<file path="src/rtl/tile_scheduler.sv">
// tile_scheduler: sequences IFM/weight loads, systolic compute and OFM write-back
// over every output tile of one convolution layer (group -> column stripe -> row).
// The write-out of one tile overlaps the load of the next; compute of the next
// tile is held until the previous write has completed.
module tile_scheduler #(
  parameter int SYSTOLIC_SIZE = 16
) (
  input  logic        clk,
  input  logic        rst,
  input  logic        start,
  input  logic [8:0]  ofm_size,
  input  logic [10:0] ofm_channel,
  input  logic        ifm_done,
  input  logic        wgt_done,
  input  logic        compute_done,
  input  logic        write_done,
  output logic        busy,
  output logic        ifm_load,
  output logic        wgt_load,
  output logic        compute_start,
  output logic        ofm_write_start,
  output logic [8:0]  tile_row,
  output logic [5:0]  tile_col,
  output logic [7:0]  tile_grp,
  output logic        layer_done
);

  typedef enum logic [2:0] {
    IDLE, LOAD, WAIT_LOAD, COMPUTE, WAIT_COMPUTE, WRITE, DRAIN, DONE
  } state_t;

  state_t      state;
  logic [8:0]  cfg_size;
  logic [10:0] cfg_ch;
  logic        ifm_seen, wgt_seen, write_pending;

  logic [5:0]  n_col;
  logic [7:0]  n_grp;
  logic        row_last, col_last, grp_last, tile_last;
  logic [8:0]  row_nx;
  logic [5:0]  col_nx;
  logic [7:0]  grp_nx;
  logic        ifm_any, wgt_any, wp_nx;

  // Tile counts from the latched config: ceil(x / S), zero-extended.
  assign n_col = 6'(({1'b0, cfg_size} + 10'(SYSTOLIC_SIZE - 1)) / 10'(SYSTOLIC_SIZE));
  assign n_grp = 8'(({1'b0, cfg_ch} + 12'(SYSTOLIC_SIZE - 1)) / 12'(SYSTOLIC_SIZE));

  assign row_last  = (tile_row == cfg_size - 9'd1);
  assign col_last  = (tile_col == n_col - 6'd1);
  assign grp_last  = (tile_grp == n_grp - 8'd1);
  assign tile_last = row_last && col_last && grp_last;

  // Sticky done flags including a done arriving this very cycle.
  assign ifm_any = ifm_seen | ifm_done;
  assign wgt_any = wgt_seen | wgt_done;
  // write_pending as it will be next cycle outside WRITE.
  assign wp_nx   = write_pending & ~write_done;

  // Next tile indices: row fastest, then column stripe, then filter group.
  always_comb begin
    row_nx = tile_row + 9'd1;
    col_nx = tile_col;
    grp_nx = tile_grp;
    if (row_last) begin
      row_nx = '0;
      col_nx = tile_col + 6'd1;
      if (col_last) begin
        col_nx = '0;
        grp_nx = tile_last ? 8'd0 : tile_grp + 8'd1;
      end
    end
  end

  // Main sequencer; all command outputs are registered and set on state entry.
  always_ff @(posedge clk) begin
    if (rst) begin
      state           <= IDLE;
      cfg_size        <= '0;
      cfg_ch          <= '0;
      ifm_seen        <= 1'b0;
      wgt_seen        <= 1'b0;
      write_pending   <= 1'b0;
      busy            <= 1'b0;
      ifm_load        <= 1'b0;
      wgt_load        <= 1'b0;
      compute_start   <= 1'b0;
      ofm_write_start <= 1'b0;
      layer_done      <= 1'b0;
      tile_row        <= '0;
      tile_col        <= '0;
      tile_grp        <= '0;
    end else begin
      // A write_done in the WRITE cycle belongs to no issued write and is dropped.
      if (state == WRITE)  write_pending <= 1'b1;
      else if (write_done) write_pending <= 1'b0;

      case (state)
        IDLE: begin
          if (start) begin
            cfg_size <= ofm_size;
            cfg_ch   <= ofm_channel;
            tile_row <= '0;
            tile_col <= '0;
            tile_grp <= '0;
            busy     <= 1'b1;
            if (ofm_size == 9'd0 || ofm_channel == 11'd0) begin
              layer_done <= 1'b1;
              state      <= DONE;
            end else begin
              ifm_load <= 1'b1;
              wgt_load <= 1'b1;
              state    <= LOAD;
            end
          end
        end
        LOAD: begin
          ifm_load <= 1'b0;
          wgt_load <= 1'b0;
          ifm_seen <= 1'b0;
          // No weight fetch this tile: treat weights as already present.
          wgt_seen <= ~wgt_load;
          state    <= WAIT_LOAD;
        end
        WAIT_LOAD: begin
          ifm_seen <= ifm_any;
          wgt_seen <= wgt_any;
          if (ifm_any && wgt_any) begin
            compute_start <= ~wp_nx;
            state         <= COMPUTE;
          end
        end
        COMPUTE: begin
          if (compute_start) begin
            compute_start <= 1'b0;
            state         <= WAIT_COMPUTE;
          end else begin
            compute_start <= ~wp_nx;
          end
        end
        WAIT_COMPUTE: begin
          if (compute_done) begin
            ofm_write_start <= 1'b1;
            state           <= WRITE;
          end
        end
        WRITE: begin
          ofm_write_start <= 1'b0;
          tile_row        <= row_nx;
          tile_col        <= col_nx;
          tile_grp        <= grp_nx;
          if (tile_last) begin
            state <= DRAIN;
          end else begin
            ifm_load <= 1'b1;
            wgt_load <= (row_nx == 9'd0) && (col_nx == 6'd0);
            state    <= LOAD;
          end
        end
        DRAIN: begin
          if (!wp_nx) begin
            layer_done <= 1'b1;
            state      <= DONE;
          end
        end
        DONE: begin
          layer_done <= 1'b0;
          busy       <= 1'b0;
          state      <= IDLE;
        end
        default: state <= IDLE;
      endcase
    end
  end

endmodule

</file>
<file path="config.mk">
export PLATFORM = sky130hd
export DESIGN_NAME = tile_scheduler
export DESIGN_NICKNAME = d
export VERILOG_FILES = /design/src/rtl/tile_scheduler.sv
export SDC_FILE = /design/constraint.sdc
export NUM_CORES = 1
export LEC_CHECK = 0
export CORE_MARGIN = 2
export CORE_UTILIZATION = 27
export CTS_BUF_LIST = sky130_fd_sc_hd__clkbuf_16
export CTS_CLUSTER_SIZE = 28
export DETAILED_ROUTE_END_ITERATION = 8
export MAX_ROUTING_LAYER = met4
export PLACE_DENSITY_LB_ADDON = 0.12
export SETUP_SLACK_MARGIN = 0.2
export SYNTH_ARGS = -nofsm -noshare
export SYNTH_HDL_FRONTEND = slang
export SYNTH_SLANG_ARGS = --single-unit
export TNS_END_PERCENT = 30
</file>
<file path="constraint.sdc">
create_clock -name clk -period 3 [get_ports clk]
set_input_delay 0.75 -clock clk [delete_from_list [all_inputs] [get_ports clk]]
set_output_delay 0.75 -clock clk [all_outputs]
set_load 0.05 [all_outputs]
</file>
==> run_1/zoom.png <==
Scale bar: 20 um. Window x 5 to 55, y 5 to 55 um. Cells in grey, sequential cells in the stronger grey; small squares are vias.
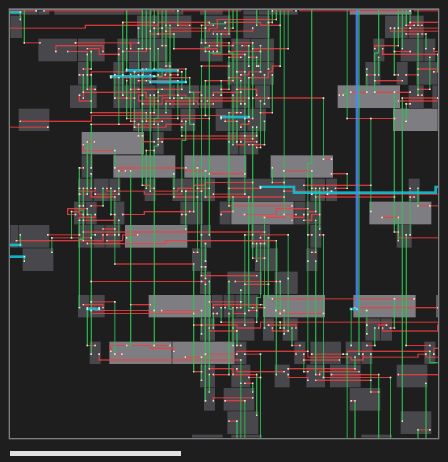
| colour | layer |
|---|---|
| cyan | met3 |
| red | met1 |
| green | met2 |
| blue | met4 |
sequential cells in the window: 14
cells with their middle in the window: 120
netlist names of flops here include: cfg_ch (11), tile_row (2)
most frequent: nand2_1 (33), a21oi_1 (15), dfxtp_1 (14)

==> run_1/wire_density.png <==
Scale bar: 20 um. 24 x 24 tiles, from black (low) to pale yellow (high), scaled to the fullest tile. Values are wire area over tile area, all layers added.
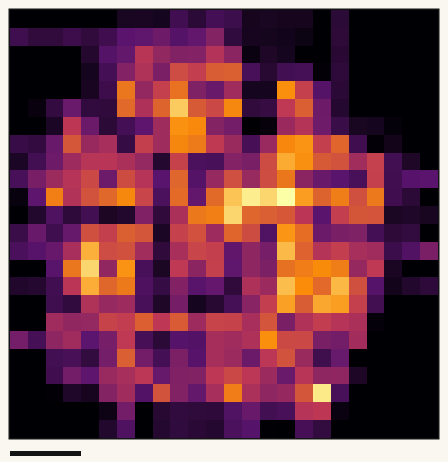
tiles over half the peak: 22%
densest ninth of the die: middle
mean over tiles: 0.13
nearly empty tiles: 23%
emptiest ninth of the die: top right
fullest tile: 0.45
All-Layer GR Usage: 17.4%
Post-Route WL: 12.2 mm

==> qor.csv, run 1 <==
stage,metric,value,unit
worst_setup_path,critical path's slowest cell,or4_4,
worst_setup_path,Crit path required time,3.24,ns
worst_setup_path,Reg-to-Reg End,tile_grp[2],
die,fp util,27.8,%
logic_synthesis,Mux area share,1.46,%
route,DR vias,3953,
final_timing,final setup TNS,-3.06,ns
final_timing,f_max,307,MHz
cells_and_area,area delta synth->final,41.4,%
route,starting DRC count in detailed routing,191,
logic_synthesis,Synth Seq Share,29.8,%
cells_and_area,Nets,623,
route,WL/cell,15.9,um
worst_setup_path,number of cells on the critical path,12,
logic_synthesis,dominant synthesized flop cell,dfxtp_1,
worst_setup_path,worst setup path startpoint,cfg_size[2],
logic_synthesis,Post-Syn Area,0.00369,mm2
worst_setup_path,RR Startpoint,cfg_size[2],
worst_setup_path,Worst Setup EP,tile_grp[2],
run,tool warnings,29,
grt,largest net degree at the start of global routing,44,
clocking,Clock Pin Slew Worst Setup and Hold Paths,0.08,ns
logic_synthesis,Yosys reg bits,55,
logic_synthesis,cells after synthesis,493,
die,die area,0.0146,mm2
final_timing,post-layout period usage,108,%
final_timing,"Worst Setup Slack, final",-0.253,ns
final_timing,endpoints failing setup,18,
logic_synthesis,main kind of combinational logic by area,simple AND/OR/NAND/NOR gates,
power_and_ir_drop,Peak VDD IR,0.296,mV
logic_synthesis,YS chip area,0.00369,mm2
cells_and_area,most frequent logic cell in the layout,nand2_1,
worst_setup_path,Crit path max-delay family,simple AND/OR/NAND/NOR gates,
run_status,status,finished with violations,
worst_setup_path,CP max stage delay,0.55,ns
final_timing,Hold WS,0.465,ns
die,Die Span Y,121,um
logic_synthesis,Area leader share,29.8,%
clocking,hold_buf cts,0,
final_timing,Worst Max-Slew Pin Slew,1.21,ns
logic_synthesis,"Net Count, Synth",526,
logic_synthesis,main area contributors,"dfxtp_1, nand2_1, a21oi_1, xnor2_1, nor2_1",
run,maxcap violations,0,
clocking,CTS HTree Levels,2,
logic_synthesis,yosys simple share,30.0,%
logic_synthesis,syn_area_per_cell,7.49,um2
final_timing,Slew Limit Fails,0,
grt,grt total ovfl,0,
final_timing,Final Hold Fails,0,
logic_synthesis,ys cells,493,
worst_setup_path,Critical Path AT,3.50,ns
grt,initial antenna violation count,0,
logic_synthesis,post-synthesis cell type count,64,
worst_setup_path,worst-path cell chain,or4_4 -> nand2_4 -> xor2_2 -> ha_2 -> buf_4 -> or4b_4 -> a21oi_2 -> o2111ai_2 -> o21a_4 -> buf_6 -> or4_1 -> a21oi_2,
route,DRC,0,
placement,pre-CTS setup slack,-0.270,ns
worst_setup_path,Setup CP Type,register to register,
logic_synthesis,Post-synth EDFFs,0,
cells_and_area,share of cells above drive strength 1,21.5,%
grt,global-route wire length before repair,19.6,mm
die,die width,121,um
clocking,CTS buffer count,5,
final_timing,fin crit period,3.25,ns
placement,Port Buffer Count,55,
clocking,CTS tree,done,
power_and_ir_drop,P_leak,1.85,nW
final_timing,RSZ-0062 raised after global routing,true,
worst_setup_path,crit end category,register,
worst_setup_path,Worst setup SP type,register,
run_status,failing checks,setup timing,
worst_setup_path,FF-to-FF path depth,12,
die,I/O pin count,56,
placement,GP Congestion,0.832,
logic_synthesis,asr flop ratio synth,0,%
logic_synthesis,yosys aoi share,21.9,%
placement,post-DP HPWL,8.82,mm
logic_synthesis,Synth Area in XOR/XNOR,9.86,%
cells_and_area,top logic cells by instance count in the layout,"nand2_1, buf_4, clkdlybuf4s50_1, dfxtp_1, a21oi_1",
worst_setup_path,R2R Setup Slk,-0.25,ns
clocking,clock root cell,clkbuf_16,
worst_setup_path,crit path buf inv count,2,
final_timing,slew margin rel.,18.7,%
clocking,worst skew pair latency,0.31,ns
power_and_ir_drop,Pwr per Cell Area,773,mW/mm2
logic_synthesis,Yosys warnings,0,
logic_synthesis,Yosys top cell by area,dfxtp_1,
worst_setup_path,highest fanout seen on the critical path,4,
final_timing,Clock Skew,0.0101,ns
route,first-pass detailed-route iteration total,4,
worst_setup_path,most frequent CP cell,a21oi_2,
min_path,Worst Hold Class,register to register,
cells_and_area,Ant. Diodes,0,
logic_synthesis,adder share,2.03,%
clocking,Max Root-Sink Buffers,2,
route,Via density,5.15,
grt,vias in the first global route,3852,
route,post-route ant nets,0,
clocking,clock tree sinks,55,
==> run_1/cell_classes.png <==
Fill, decap, tap and diode cells in grey.
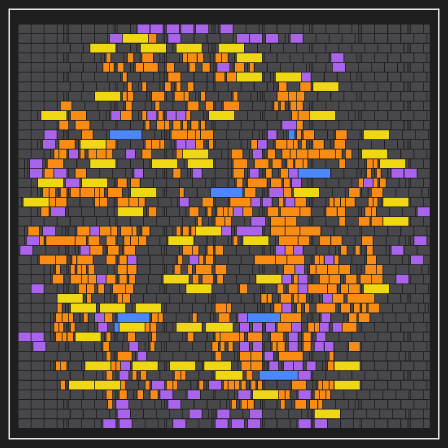
| colour | class | cells | share of their area |
|---|---|---|---|
| purple | other buffers and delay cells | 125 | 22% |
| orange | all other logic | 403 | 52% |
| blue | clock drivers and dummy loads | 8 | 3.3% |
| yellow | flip-flops | 55 | 22% |
Core Rows: 42
final non-filler cell area: 0.00522 mm2
Core Area: 0.0133 mm2
final core occ: 39.3%

run 1: state kept, by name (all words and copies together) (netlist names), 3 cells and up:
name	count
state	3
cfg_size	9
cfg_ch	11
tile_grp	8
tile_row	9
tile_col	6
run 1: through the flow:
step / std cells / area (um2) / total power (W) / utilization [%]
3_5_place_dp: 745 / 4740 / 0.00307 / 35.7
6_report: 767 / 5220 / 0.00403 / 39.3
5_1_grt: 767 / 5220 / 0.00435 / 39.3
3_3_place_gp: 745 / 4740 / 0.00307 / 35.7
4_1_cts: 764 / 5080 / 0.00392 / 38.2
2_1_floorplan: 493 / 3720 / 0.00239 / -
run 1: cell families (layout without fill, tap and decap cells):
group / after synthesis / in the layout
XOR/XNOR: 40 / 40
AND-OR/OR-AND: 125 / 125
buffers and inverters: 43 / 141
adder cells (fa/ha/maj): 6 / 6
AND/OR/NAND/NOR: 219 / 219
multiplexers: 5 / 5
flip-flops: 55 / 55
run 1: worst min-delay path, cell delays in order, from the launching register on:
cell,delay (ns)
dfxtp_1,0.31
inv_1,0.05
a211oi_1,0.06
run 1: per-layer routing:
metal	GRT usage [%]	wire (um)	vias to the layer above
li1	-	-	1993
met1	22.0	5700	1892
met2	29.0	5920	62
met3	2.87	386	6
met4	4.65	146	0
met5	-	0	-
run 1: power breakdown:
group	internal, W	switching, W
registers	0.000848	0.000129
logic	0.00108	0.00130
clock network	0.000391	0.000286
run 1: what timing repair did:
action / CTS / global route
resized: 21 / 26
setup buffers: 11 / 3
pin swaps: 28 / 15
gates cloned: 0 / 0
hold endpoints to repair: 0 / 0
setup endpoints to repair: 27 / 25
run 1: synthesized netlist by cell type, drive strengths merged (4+ instances only):
cell    number
nand3       12
a211oi       6
nor2        36
and3         6
dfxtp       55
nor4        12
a21oi       50
buf          8
a311oi       9
inv          8
xor2        14
nor3        18
or2          5
or4         12
a31oi       11
ha           6
nand2       80
clkbuf      27
nand4        7
o31ai       10
o21ai       15
nor2b        4
nor3b        4
xnor2       25
o21a         4
run 1: worst min-delay path by stage:
stage               from        end  cells after the start
2_1_floorplan  cfg_ch[3]  cfg_ch[3]                      2
3_3_place_gp    ifm_load   ifm_load                      2
3_5_place_dp    ifm_load   ifm_load                      2
4_1_cts         ifm_load   ifm_load                      2
5_1_grt         ifm_load   ifm_load                      2
6_report        ifm_load   ifm_load                      2
run 1: area by class of cell:
type / count / area [um2]
clock buffers: 5 / 125
clock inverters: 3 / 38.8
fillers: 1389 / 8080
inverters: 8 / 30.0
multi-input cells: 395 / 2590
flip-flops and latches: 55 / 1100
well taps: 176 / 220
repair buffers: 125 / 1110
==> run 2, diff against run 1 <==
Settings changed: REMOVE_ABC_BUFFERS from default to 1.
==> run_2/final_placement.png <==
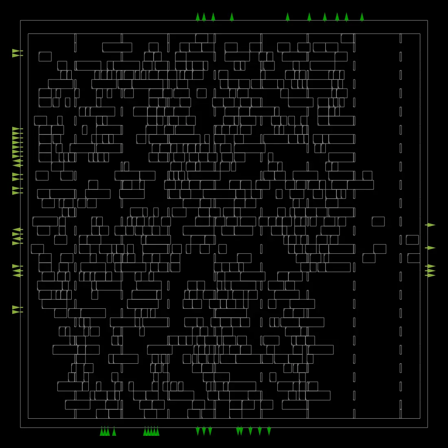
flop count: 55
Fillers: 1390
Finished Layout Cells: 757
final core occ: 38.8%
Seq area share: 21.4%

==> run_2/registers.png <==
Other sequential cells in the stronger grey, the rest of the logic in the fainter grey.
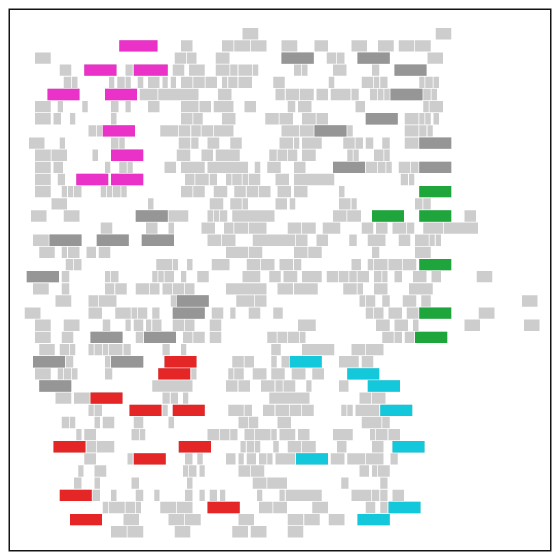
| colour | netlist name | flops |
|---|---|---|
| magenta | cfg_size | 9 |
| green | tile_col | 6 |
| red | cfg_ch | 11 |
| cyan | tile_grp | 8 |
not coloured: 21
Flop area: 0.00111 mm2
Seq group: 0.00100 W

==> run_2/wire_density.png <==
Scale bar: 20 um. 24 x 24 tiles, from black (low) to pale yellow (high), scaled to the fullest tile. Values are wire area over tile area, all layers added.
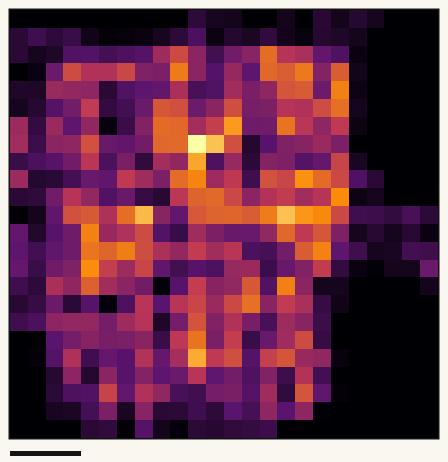
emptiest ninth of the die: bottom right
fullest tile: 0.48
nearly empty tiles: 23%
mean over tiles: 0.12
densest ninth of the die: middle
tiles over half the peak: 16%
DR vias: 3888
Post-Route WL: 11.7 mm

==> qor.csv, run 2 <==
stage,metric,value,unit,change
cells_and_area,most frequent logic cell in the layout,nand2_1,,
final_timing,fin crit period,3.22,ns,-0.0318 ns
cells_and_area,Largest register FFs,11,,unchanged
die,Core Rows,42,,unchanged
clocking,clock root cell,clkbuf_16,,
die,I/O pin count,56,,unchanged
power_and_ir_drop,Switching Share,43.5,%,+0.96 points
final_timing,Hold WS,0.476,ns,+0.0108 ns
die,die area,0.0146,mm2,unchanged
worst_setup_path,CP max stage delay,0.53,ns,-0.02 ns
logic_synthesis,Synth Seq Share,29.8,%,unchanged
placement,pre-CTS setup slack,-0.355,ns,-0.0851 ns
power_and_ir_drop,combinational power share,58.8,%,-0.2 points
logic_synthesis,Area leader share,29.8,%,unchanged
worst_setup_path,highest fanout seen on the critical path,6,,+2
run_status,status,finished with violations,,
cells_and_area,top flop regs,"cfg_ch (11), cfg_size (9), tile_row (9)",,
logic_synthesis,asr flop ratio synth,0,%,unchanged
worst_setup_path,RR Startpoint,cfg_size[1],,
logic_synthesis,most common cell in the netlist,nand2_1,,
final_timing,"Worst Setup Slack, final",-0.221,ns,+0.0318 ns
worst_setup_path,critical path's slowest cell,or4_4,,
logic_synthesis,post-synthesis cell type count,64,,unchanged
route,starting DRC count in detailed routing,154,,-19%
min_path,hold path endpoint,ifm_load,,
grt,global-route wire length before repair,19.4,mm,-1.1%
final_timing,Final Hold Fails,0,,unchanged
clocking,clock tree sinks,55,,unchanged
route,first-pass detailed-route iteration total,4,,unchanged
cells_and_area,Nets,613,,-1.6%
clocking,worst skew pair latency,0.30,ns,about the same
logic_synthesis,syn_area_per_cell,7.49,um2,unchanged
final_timing,endpoints failing setup,18,,unchanged
logic_synthesis,ys cells,493,,unchanged
logic_synthesis,Yosys reg bits,55,,unchanged
final_timing,slew margin rel.,48.5,%,+30 points
power_and_ir_drop,Peak VDD IR,0.362,mV,+22%
logic_synthesis,Yosys top cell by area,dfxtp_1,,
die,Die Span Y,121,um,unchanged
clocking,Clock Pin Slew Worst Setup and Hold Paths,0.08,ns,about the same
final_timing,RSZ-0062 raised after global routing,true,,
worst_setup_path,Reg-to-Reg End,tile_grp[5],,
run,tool warnings,27,,-6.9%
power_and_ir_drop,clock network power share,15.6,%,-1.2 points
logic_synthesis,Post-Syn Area,0.00369,mm2,unchanged
die,Core Area,0.0133,mm2,unchanged
grt,largest net degree at the start of global routing,47,,+6.8%
worst_setup_path,crit end category,register,,
final_timing,Worst Max-Slew Pin Slew,0.765,ns,-0.449 ns
placement,placed cell count,741,,-0.54%
power_and_ir_drop,Flop pwr share,25.6,%,+1.4 points
worst_setup_path,Setup CP Type,register to register,,
cells_and_area,Largest Register,cfg_ch,,
cells_and_area,area delta synth->final,39.7,%,
worst_setup_path,FF-to-FF path depth,13,,+1
worst_setup_path,Crit path required time,3.19,ns,-0.05 ns
grt,All-Layer GR Usage,16.9,%,-0.55 points
route,post-route ant nets,0,,unchanged
cells_and_area,final non-filler cell area,0.00516,mm2,-1.2%
cells_and_area,top logic cells by instance count in the layout,"nand2_1, clkdlybuf4s50_1, buf_4, dfxtp_1, a21oi_1",,
route,WL/cell,15.5,um,-2.3%
logic_synthesis,dominant synthesized flop cell,dfxtp_1,,
placement,GP Congestion,0.850,,+2.1%
run_status,failing checks,setup timing,,
final_timing,Clock Skew,0.00728,ns,-0.00283 ns
logic_synthesis,top cells by count,"nand2_1, dfxtp_1, a21oi_1, nor2_1, clkbuf_1",,
clocking,CTS HTree Levels,2,,unchanged
placement,Port Buffer Count,55,,unchanged
final_timing,Slew Limit Fails,0,,unchanged
logic_synthesis,cells after synthesis,493,,unchanged
power_and_ir_drop,P_leak,1.76,nW,-4.5%
route,Via density,5.14,,-0.35%
worst_setup_path,Critical Path AT,3.41,ns,-0.09 ns
worst_setup_path,R2R Setup Slk,-0.22,ns,+0.03 ns
run,maxcap violations,0,,unchanged
worst_setup_path,Worst setup SP type,register,,
placement,post-DP HPWL,8.52,mm,-3.4%
power_and_ir_drop,total power draw,0.00393,W,-2.7%
grt,initial antenna violation count,0,,unchanged
min_path,Worst Hold Class,register to register,,
logic_synthesis,main area contributors,"dfxtp_1, nand2_1, a21oi_1, xnor2_1, nor2_1",,
power_and_ir_drop,Switching Power,0.00171,W,-0.47%
power_and_ir_drop,Pwr per Cell Area,761,mW/mm2,-1.5%
placement,Area after DPL,0.00470,mm2,-0.87%
logic_synthesis,YS chip area,0.00369,mm2,unchanged
clocking,Max Root-Sink Buffers,2,,unchanged
logic_synthesis,Yosys warnings,0,,unchanged
final_timing,final setup TNS,-2.83,ns,+0.233 ns
min_path,Hold Path Stages,2,,unchanged
cells_and_area,share of cells above drive strength 1,21.0,%,-0.49 points
die,fp util,27.8,%,unchanged
grt,grt total ovfl,0,,unchanged
worst_setup_path,worst-path cell chain,or4_4 -> nand2_4 -> xor2_1 -> ha_2 -> xor2_1 -> xnor2_1 -> a21oi_2 -> a311oi_4 -> o2111ai_4 -> o21a_4 -> buf_12 -> o31ai_1 -> a21oi_2,,
final_timing,f_max,310,MHz,+0.99%
clocking,CTS tree,done,,
power_and_ir_drop,cell-internal power,0.00222,W,-4.3%
grt,vias in the first global route,3799,,-1.4%
route,DRC,0,,unchanged
clocking,CTS buffer count,5,,unchanged
die,die width,121,um,unchanged
min_path,HP Start,ifm_load,,
cells_and_area,Ant. Diodes,0,,unchanged
final_timing,post-layout period usage,107,%,-1.1 points
logic_synthesis,Post-synth EDFFs,0,,unchanged
## run 2: cell types whose count changed in the layout (fill, tap and decap cells not counted), moves of 2 or more
| cell | previous run | this run |
|---|---|---|
| clkinvlp_4 | 0 | 2 |
| nor3b_2 | 0 | 2 |
| inv_1 | 8 | 6 |
| nand2_1 | 79 | 77 |
| xor2_1 | 12 | 14 |
| nand2_2 | 0 | 2 |
| buf_6 | 5 | 2 |
| inv_2 | 0 | 2 |
| buf_4 | 64 | 55 |
| dfxtp_2 | 3 | 1 |
| xor2_2 | 2 | 0 |
## run 2: cells by family (layout without fill, tap and decap cells)
group / after synthesis / after routing / share of synthesized area [%]
buffers and inverters: 43 / 130 / 4.85
XOR/XNOR: 40 / 40 / 9.86
AND/OR/NAND/NOR: 219 / 219 / 30.0
multiplexers: 5 / 5 / 1.46
adder cells (fa/ha/maj): 6 / 6 / 2.03
flip-flops: 55 / 55 / 29.8
AND-OR/OR-AND: 125 / 126 / 21.9
## run 2: per-layer routing
metal | routed length [um] | vias to the layer above | global-route usage [%]
met4 | 114 | 0 | 3.71
li1 | - | 1977 | -
met5 | 0 | - | -
met2 | 5460 | 52 | 27.1
met1 | 5880 | 1852 | 22.8
met3 | 265 | 7 | 2.07
## run 2: timing repair
| item | CTS | global route |
|---|---|---|
| buffers inserted | 4 | 3 |
| pin swaps | 28 | 19 |
| cloned | 1 | 0 |
| hold endpoints to repair | 0 | 0 |
| hold buffers | 0 | 0 |
| resized | 23 | 32 |
| endpoints found under the setup margin | 27 | 27 |
## run 2: worst max path at each step
stage	startpoint	slack [ns]	cells past startpoint	to
6_report	cfg_size[1]	-0.22	13	tile_grp[5]
5_1_grt	cfg_size[1]	-0.35	12	tile_grp[3]
4_1_cts	cfg_size[1]	-0.17	14	tile_col[2]
3_5_place_dp	cfg_size[0]	-0.35	12	tile_grp[3]
3_3_place_gp	cfg_size[0]	-0.27	12	tile_grp[3]
2_1_floorplan	cfg_size[0]	-0.26	14	tile_grp[3]
## run 2: layout make-up
type / count / area (um2) / area share [%]
Tap cell: 176 / 220 / 4.27
Sequential cell: 55 / 1110 / 21.4
Timing Repair Buffer: 114 / 1020 / 19.8
Clock inverter: 3 / 23.8 / 0.461
Multi-Input combinational cell: 396 / 2630 / 51.0
Inverter: 8 / 30.0 / 0.582
Clock buffer: 5 / 125 / 2.43
## run 2: power groups by stage
stage	sequential, W	clock [W]	combinational (W)
after floorplan	0.00113	0	0.00115
after global placement	0.00101	0	0.00202
after detailed placement	0.00101	0	0.00202
after CTS	0.00100	0.000627	0.00222
after global routing	0.00103	0.000656	0.00254
final	0.00100	0.000612	0.00231
## run 2: worst max-delay path, delay by kind of cell, from the launching register on
kind | cells | cell delay, ns
AOI/OAI and AO/OA | 6 | 1.28
and+or+nand+nor | 2 | 0.61
xor gates and xnor gates | 3 | 0.52
DFF | 1 | 0.34
adders and majority gates | 1 | 0.23
buffers and inverters | 1 | 0.14
==> run 3, diff against run 2 <==
Settings changed: CORE_UTILIZATION 27 to 51, CTS_BUF_LIST sky130_fd_sc_hd__clkbuf_16 to sky130_fd_sc_hd__clkbuf_4 sky130_fd_sc_hd__clkbuf_8.
==> run_3/zoom.png <==
Scale bar: 20 um. Window x 0 to 50, y 0 to 50 um. Cells in grey, sequential cells in the stronger grey; small squares are vias.
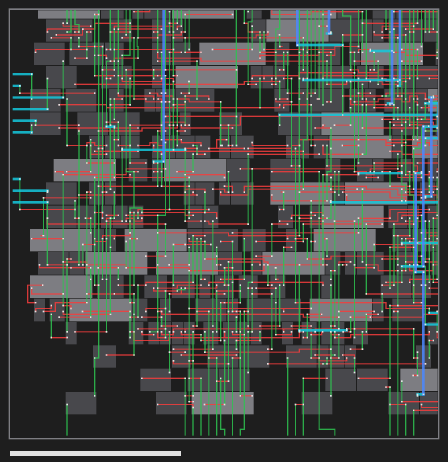
| colour | layer |
|---|---|
| red | met1 |
| blue | met4 |
| green | met2 |
| cyan | met3 |
cells with their middle in the window: 189
most frequent: nand2_1 (45), clkdlybuf4s50_1 (26), a21oi_1 (25)
netlist names of flops here include: cfg_ch (11), cfg_size (5), state (2)
sequential cells in the window: 22

==> run_3/registers.png <==
Other sequential cells in the stronger grey, the rest of the logic in the fainter grey.
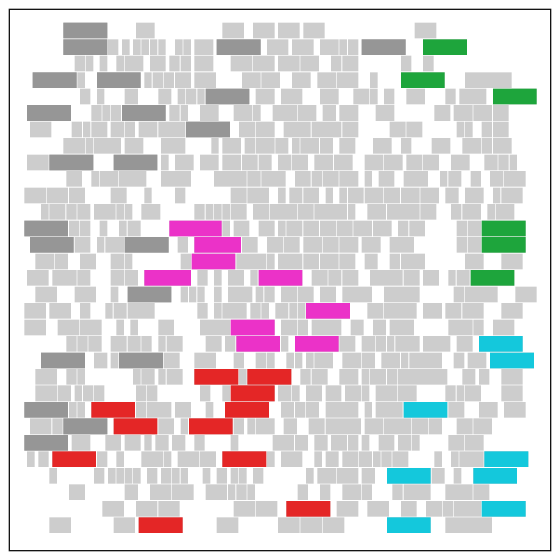
| colour | netlist name | flops |
|---|---|---|
| magenta | cfg_size | 9 |
| red | cfg_ch | 11 |
| green | tile_col | 6 |
| cyan | tile_grp | 8 |
Seq group: 0.00103 W
Seq area share: 22.1%
Flop area: 0.00111 mm2
final core occ: 70.2%

==> run_3/wire_density.png <==
Scale bar: 20 um. 18 x 18 tiles, from black (low) to pale yellow (high), scaled to the fullest tile. Values are wire area over tile area, all layers added.
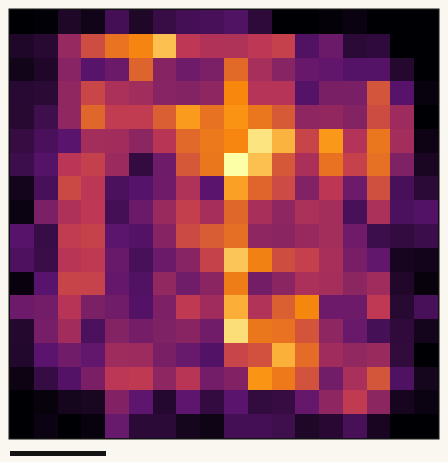
fullest tile: 0.66
nearly empty tiles: 5.6%
mean over tiles: 0.23
WL/cell: 16.6 um
Post-Route WL: 11.3 mm
All-Layer GR Usage: 29.2%
DR vias: 4076

==> qor.csv, run 3 <==
stage,metric,value,unit,change
cells_and_area,top logic cells by instance count in the layout,"nand2_1, buf_4, clkdlybuf4s50_1, dfxtp_1, a21oi_1",,
power_and_ir_drop,Pwr per Cell Area,738,mW/mm2,-3.1%
final_timing,Slew Limit Fails,0,,unchanged
route,DRC,0,,unchanged
placement,post-DP HPWL,7.75,mm,-9.1%
route,post-route ant nets,0,,unchanged
worst_setup_path,crit end category,register,,
final_timing,"Worst Setup Slack, final",-0.319,ns,-0.0980 ns
logic_synthesis,YS chip area,0.00369,mm2,unchanged
cells_and_area,Nets,616,,+0.49%
worst_setup_path,highest fanout seen on the critical path,7,,+1
cells_and_area,Fillers,618,,-56%
run_status,status,finished with violations,,
worst_setup_path,Crit path required time,3.26,ns,+0.07 ns
clocking,clock tree sinks,55,,unchanged
logic_synthesis,Yosys top cell by area,dfxtp_1,,
worst_setup_path,critical path's slowest cell,or4_4,,
logic_synthesis,ys cells,493,,unchanged
final_timing,RSZ-0062 raised after global routing,true,,
logic_synthesis,Post-Syn Area,0.00369,mm2,unchanged
final_timing,post-layout period usage,111,%,+3.3 points
placement,Port Buffer Count,55,,unchanged
die,I/O pin count,56,,unchanged
cells_and_area,area delta synth->final,35.7,%,
logic_synthesis,post-synthesis cell type count,64,,unchanged
clocking,worst skew pair latency,0.32,ns,+0.02 ns
final_timing,slew margin rel.,56.0,%,+7.5 points
worst_setup_path,crit path buf inv count,1,,unchanged
die,Die Span Y,89.1,um,-26%
worst_setup_path,CP max stage delay,0.55,ns,+0.02 ns
final_timing,final setup TNS,-3.57,ns,-0.748 ns
final_timing,Clock Skew,0.00864,ns,+0.00136 ns
clocking,Max Root-Sink Buffers,2,,unchanged
clocking,hold_buf cts,0,,unchanged
cells_and_area,Ant. Diodes,0,,unchanged
logic_synthesis,syn_area_per_cell,7.49,um2,unchanged
clocking,CTS tree,done,,
run_status,failing checks,setup timing,,
worst_setup_path,Critical Path AT,3.58,ns,+0.17 ns
cells_and_area,Largest Register,cfg_ch,,
grt,grt total ovfl,0,,unchanged
logic_synthesis,dominant synthesized flop cell,dfxtp_1,,
final_timing,endpoints failing setup,19,,+1
final_timing,Hold WS,0.486,ns,+0.00984 ns
logic_synthesis,most common cell in the netlist,nand2_1,,
power_and_ir_drop,total power draw,0.00370,W,-5.9%
placement,placed cell count,652,,-12%
logic_synthesis,Post-synth EDFFs,0,,unchanged
clocking,CTS HTree Levels,2,,unchanged
worst_setup_path,worst-path cell chain,or4_4 -> nand2_4 -> xor2_1 -> ha_2 -> xor2_1 -> xnor2_1 -> a21oi_1 -> a311oi_2 -> o2111ai_2 -> o21a_4 -> buf_6 -> or4_4 -> a21oi_2,,
route,Via density,5.97,,+16%
route,starting DRC count in detailed routing,277,,+80%
worst_setup_path,R2R Setup Slk,-0.32,ns,-0.10 ns
placement,GP Congestion,0.884,,+4.0%
final_timing,fin crit period,3.32,ns,+0.0980 ns
grt,initial antenna violation count,0,,unchanged
die,die width,89.1,um,-26%
run,maxcap violations,0,,unchanged
cells_and_area,Finished Layout Cells,683,,-9.8%
grt,largest net degree at the start of global routing,23,,-51%
die,Core Rows,31,,-26%
logic_synthesis,top cells by count,"nand2_1, dfxtp_1, a21oi_1, nor2_1, clkbuf_1",,
logic_synthesis,main area contributors,"dfxtp_1, nand2_1, a21oi_1, xnor2_1, nor2_1",,
grt,global-route wire length before repair,17.7,mm,-8.9%
route,first-pass detailed-route iteration total,5,,+1
clocking,clock root cell,clkbuf_8,,
final_timing,Final Hold Fails,0,,unchanged
power_and_ir_drop,P_leak,1.76,nW,about the same
logic_synthesis,cells after synthesis,493,,unchanged
clocking,CTS buffer count,5,,unchanged
logic_synthesis,asr flop ratio synth,0,%,unchanged
logic_synthesis,Synth Seq Share,29.8,%,unchanged
clocking,Clock Pin Slew Worst Setup and Hold Paths,0.11,ns,+0.03 ns
logic_synthesis,Yosys reg bits,55,,unchanged
run,tool warnings,27,,unchanged
worst_setup_path,Crit path max-delay family,simple AND/OR/NAND/NOR gates,,
cells_and_area,top flop regs,"cfg_ch (11), cfg_size (9), tile_row (9)",,
final_timing,f_max,301,MHz,-3.0%
die,die area,0.00793,mm2,-46%
die,Core Area,0.00714,mm2,-46%
logic_synthesis,Yosys warnings,0,,unchanged
worst_setup_path,Worst setup SP type,register,,
cells_and_area,Largest register FFs,11,,unchanged
worst_setup_path,Setup CP Type,register to register,,
cells_and_area,most frequent logic cell in the layout,nand2_1,,
power_and_ir_drop,Peak VDD IR,0.594,mV,+64%
grt,vias in the first global route,3751,,-1.3%
die,fp util,51.7,%,+24 points
logic_synthesis,Area leader share,29.8,%,unchanged
min_path,Worst Hold Class,register to register,,
final_timing,Worst Max-Slew Pin Slew,0.659,ns,-0.106 ns
cells_and_area,share of cells above drive strength 1,21.7,%,+0.75 points
[run 3: cell count changes in the layout (fill, tap and decap cells not counted), moves of 2 or more]
| cell | previous run | this run |
|---|---|---|
| or4_1 | 6 | 8 |
| or4_4 | 6 | 4 |
| clkbuf_8 | 0 | 5 |
| nor3_1 | 17 | 15 |
| clkbuf_16 | 5 | 0 |
| buf_4 | 55 | 59 |
| o31ai_1 | 7 | 5 |
| ha_2 | 1 | 3 |
[run 3: repair_timing]
action                                  CTS  global route
endpoints found under the hold margin     0             0
pin swaps                                18            20
resized                                  21            38
endpoints found under the setup margin   24            27
buffers inserted                         20             3
[run 3: area by class of cell]
cell class | instances | area (um2) | area share, %
repair buffers | 118 | 1040 | 20.8
well taps | 99 | 124 | 2.47
multi-input cells | 395 | 2610 | 52.2
clock buffers | 6 | 76.3 | 1.52
clock inverters | 2 | 16.3 | 0.325
inverters | 8 | 30.0 | 0.600
flip-flops and latches | 55 | 1110 | 22.1
[run 3: layer usage]
metal / vias to the layer above / track usage, % / wire [um]
li1: 1979 / - / -
met1: 1943 / 37.7 / 5080
met2: 126 / 47.5 / 5430
met5: - / - / 0
met4: 0 / 8.41 / 261
met3: 28 / 4.52 / 558
[run 3: worst register-to-register path, delay by kind of cell (launching register included)]
family          cells  cell delay, ns
compound gates      5            1.02
xor+xnor            3            0.49
fa+ha+maj           1            0.22
buf+inv             1            0.13
flops               1            0.34
simple gates        3            1.05
[run 3: metrics by stage]
stage	setup WS [ns]	utilization [%]	cell area, um2
detailed placement	-0.275	63.3	4520
CTS	-0.162	67.6	4830
finish	-0.319	70.2	5010
global route	-0.427	70.2	5010
floorplan	-0.258	-	3540
global placement	-0.197	63.3	4520
[run 3: worst paths after layout]
kind,startpoint,end,cells past startpoint
min reg2reg,cfg_size[0],cfg_size[0],2
min,cfg_size[0],cfg_size[0],2
max reg2reg,cfg_size[3],tile_grp[2],13
max,cfg_size[3],tile_grp[2],13
[run 3: kinds of logic after synthesis]
| family | after synthesis | share of synthesized area [%] |
|---|---|---|
| xor gates and xnor gates | 40 | 9.86 |
| muxes | 5 | 1.46 |
| and+or+nand+nor | 219 | 30.0 |
| AOI/OAI and AO/OA | 125 | 21.9 |
| buffers and inverters | 43 | 4.85 |
| adders and majority gates | 6 | 2.03 |
| DFF | 55 | 29.8 |
[run 3: power by group]
group          switching (W)  internal (W)  leakage [nW]  total (W)
Clock               0.000271      0.000178        0.0452   0.000449
Sequential          0.000185      0.000847         0.449    0.00103
Combinational        0.00121       0.00101          1.27    0.00221
Total                0.00166       0.00203          1.76    0.00370
Power figures rest on the tool's default switching activity, not on a simulated workload.
